File: src/rtl/pc_pkg.sv
// pc_pkg: shared next-pc source encoding and default sizing for the pc_sequencer slice
package pc_pkg;
  localparam int ADDR_W_DEF     = 5;
  localparam int RESET_ADDR_DEF = 0;
  typedef enum logic [2:0] {
    SRC_HOLD,
    SRC_SEQ,
    SRC_BR,
    SRC_JMP,
    SRC_RET
  } src_e;
endpackage

File: src/rtl/pc_ras.sv
// pc_ras: circular LIFO return-address stack; a push when full overwrites the oldest entry
module pc_ras #(
  parameter int ADDR_W = 5,
  parameter int DEPTH  = 4
) (
  input  logic              clk_i,
  input  logic              rst_ni,
  input  logic              push_i,
  input  logic              pop_i,
  input  logic [ADDR_W-1:0] data_i,
  output logic [ADDR_W-1:0] top_o,
  output logic              empty_o,
  output logic              full_o,
  output logic              err_o
);
  localparam int PW = $clog2(DEPTH);
  logic [ADDR_W-1:0] mem_q [DEPTH];
  logic [PW-1:0]     sp_q, sp_d;
  logic [PW:0]       cnt_q, cnt_d;
  logic              err_q, err_d;
  assign empty_o = (cnt_q == '0);
  assign full_o  = (cnt_q == (PW+1)'(DEPTH));
  assign top_o   = mem_q[sp_q - PW'(1)];
  assign err_o   = err_q;
  // pointer wraps freely; the count saturates so a full stack stays full after an overwrite
  always_comb begin
    sp_d  = push_i ? sp_q + PW'(1) : (pop_i && !empty_o) ? sp_q - PW'(1) : sp_q;
    cnt_d = (push_i && !full_o) ? cnt_q + (PW+1)'(1)
          : (!push_i && pop_i && !empty_o) ? cnt_q - (PW+1)'(1) : cnt_q;
    err_d = (push_i && full_o) || (!push_i && pop_i && empty_o);
  end
  // entry storage needs no reset: the count decides what is readable
  always_ff @(posedge clk_i) begin
    if (push_i) mem_q[sp_q] <= data_i;
  end
  // pointer, occupancy and error-pulse registers
  always_ff @(posedge clk_i or negedge rst_ni) begin
    if (!rst_ni) begin
      sp_q  <= '0;
      cnt_q <= '0;
      err_q <= 1'b0;
    end else begin
      sp_q  <= sp_d;
      cnt_q <= cnt_d;
      err_q <= err_d;
    end
  end
endmodule

File: src/rtl/pc_sequencer.sv
// pc_sequencer: registered fetch PC with branch/jump/stall/handshake and wrap pulse; optional return stack via PC_RAS_EN
module pc_sequencer
  import pc_pkg::*;
#(
  parameter int ADDR_W     = ADDR_W_DEF,
  parameter int RESET_ADDR = RESET_ADDR_DEF,
  parameter int RAS_DEPTH  = 4
) (
  input  logic              clkEN,
  input  logic              rstN,
  input  logic              stall,
  input  logic              br_take,
  input  logic [ADDR_W-1:0] br_offset,
  input  logic              jmp_take,
  input  logic [ADDR_W-1:0] jmp_addr,
  output logic [ADDR_W-1:0] pc,
  output logic              pc_valid,
  input  logic              pc_ready,
  output logic              wrap
`ifdef PC_RAS_EN
  ,
  input  logic              call,
  input  logic              ret,
  output logic              ras_err
`endif
);
  logic [ADDR_W-1:0] pc_q, pc_d, ret_pc;
  logic              valid_q, wrap_q, wrap_d, adv, ret_req, jmp_req;
  src_e              src;
  assign adv      = valid_q & ~stall;
  assign pc       = pc_q;
  assign pc_valid = valid_q;
  assign wrap     = wrap_q;
`ifdef PC_RAS_EN
  logic              ras_empty, unused_full;
  logic [ADDR_W-1:0] ras_top;
  assign ret_req = ret;
  assign jmp_req = jmp_take | call;
  assign ret_pc  = ras_empty ? pc_q : ras_top;
  pc_ras #(
    .ADDR_W(ADDR_W),
    .DEPTH (RAS_DEPTH)
  ) u_ras (
    .clk_i  (clkEN),
    .rst_ni (rstN),
    .push_i (adv & call & ~ret),
    .pop_i  (adv & ret),
    .data_i (pc_q + ADDR_W'(1)),
    .top_o  (ras_top),
    .empty_o(ras_empty),
    .full_o (unused_full),
    .err_o  (ras_err)
  );
`else
  logic unused_depth;
  assign unused_depth = ^RAS_DEPTH;
  assign ret_req      = 1'b0;
  assign jmp_req      = jmp_take;
  assign ret_pc       = pc_q;
`endif
  // pick the next-pc source by priority, then form the address; wrap only on a sequential roll-over
  always_comb begin
    src    = !adv     ? SRC_HOLD
           : ret_req  ? SRC_RET
           : jmp_req  ? SRC_JMP
           : br_take  ? SRC_BR
           : pc_ready ? SRC_SEQ : SRC_HOLD;
    pc_d   = (src == SRC_JMP) ? jmp_addr
           : (src == SRC_BR)  ? pc_q + br_offset
           : (src == SRC_SEQ) ? pc_q + ADDR_W'(1)
           : (src == SRC_RET) ? ret_pc : pc_q;
    wrap_d = (src == SRC_SEQ) && (&pc_q);
  end
  // pc, valid and wrap registers; valid rises on the first edge after reset without moving pc
  always_ff @(posedge clkEN or negedge rstN) begin
    if (!rstN) begin
      pc_q    <= ADDR_W'(RESET_ADDR);
      valid_q <= 1'b0;
      wrap_q  <= 1'b0;
    end else begin
      pc_q    <= pc_d;
      valid_q <= 1'b1;
      wrap_q  <= wrap_d;
    end
  end
endmodule

File: config.mk
export PLATFORM = sky130hd
export DESIGN_NAME = pc_sequencer
export DESIGN_NICKNAME = d
export VERILOG_FILES = /design/src/rtl/pc_pkg.sv /design/src/rtl/pc_ras.sv /design/src/rtl/pc_sequencer.sv
export SDC_FILE = /design/constraint.sdc
export NUM_CORES = 1
export LEC_CHECK = 0
export CAP_MARGIN = 10
export CORE_AREA = 2 2 39 41
export DETAILED_ROUTE_END_ITERATION = 16
export DIE_AREA = 0 0 41 43
export GPL_ROUTABILITY_DRIVEN = 0
export PLACE_DENSITY = 0.82
export SYNTH_ARGS = -nofsm -noshare
export SYNTH_HDL_FRONTEND = slang
export SYNTH_HIERARCHICAL = 1
export SYNTH_SLANG_ARGS = --single-unit
File: constraint.sdc
create_clock -name clkEN -period 6.1 [get_ports clkEN]
set_input_delay 0.915 -clock clkEN [delete_from_list [all_inputs] [get_ports clkEN]]
set_output_delay 0.915 -clock clkEN [all_outputs]
set_load 0.02 [all_outputs]
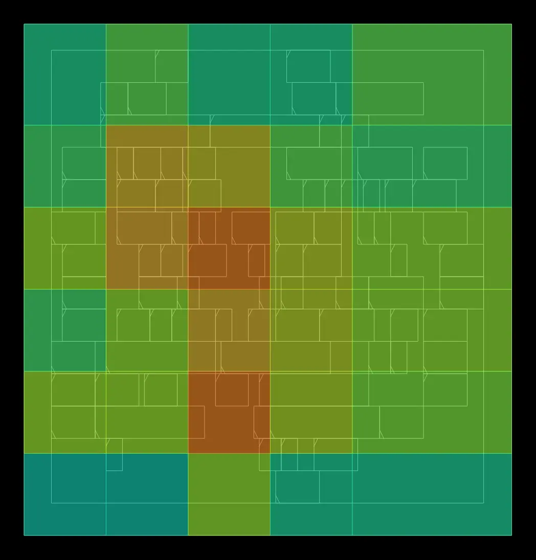
Figure 1: congestion heat map.
met1 usage: 22.0%
GR Util met2: 25.0%
GR Util met3: 4.71%

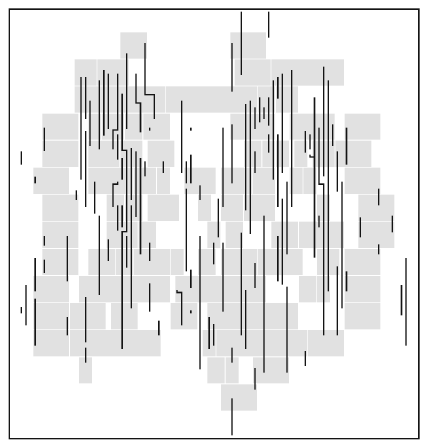
Figure 2: met2 routing.
Cells faint in the background.
main direction: vertical
nets with wire on the layer: 88
wire length on this layer: 556 um
longest straight run: 21.1 um
share of all routed wire: 45%

==> reports/metrics.yaml <==
timing:
  hold_viol: 0
  skew_ns: 0.00233
  slew_headroom_pct: 66.9
pwr:
  p_clk_uw: 42.2
  seqPwrFrac_pct: 31.9
  worst_ir_drop_vdd_uv: 156
  p_seq_uw: 71.2
critical_path:
  crit_path_end: "pc[4]"
  cpPeakStageDelay_ns: 0.45
  r2r_end: "pc[4]"
placed_design:
  io_buffers: 22
cts:
  postCtsSetupBuffers: 0
  h-tree-depth: 1
  clockBufferDepth: 2
job:
  warnings: 26
layout:
  drive_above_1_share_pct: 10.3
  utilization_pct: 58.5
  n_all_inverters: 3
synth:
  avgSynthCellArea_um2: 8.92
  top_cells_by_area: "dfrtp_1 32%, ha_1 9.0%, nand2_1 4.8%, o21ai_0 4.5%, fa_1 3.6%"
status:
  outcome: "finished clean"
floorplan:
  dieArea_mm2: 0.00176
  std_cell_rows: 14
global_route:
  grt_pass1_vias: 508
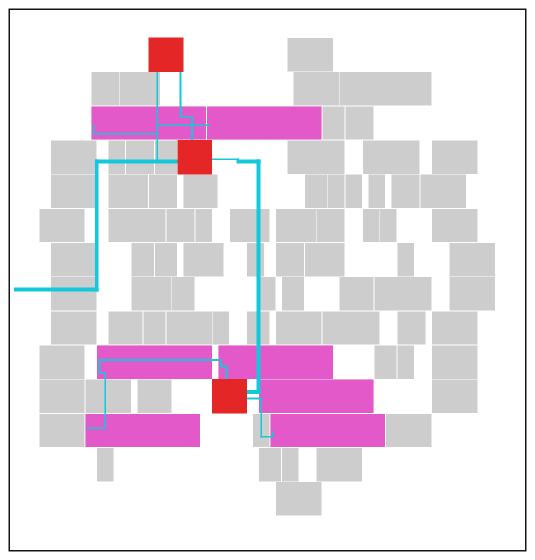
Figure 3: clock distribution.
legend:
  flip-flops:
    color: magenta
    count: 7
  clock wires:
    color: cyan
    length: 105 um
  cells driving clock nets:
    color: red
    count: 3
routed clock nets: 4

Power figures rest on the tool's default switching activity, not on a simulated workload.
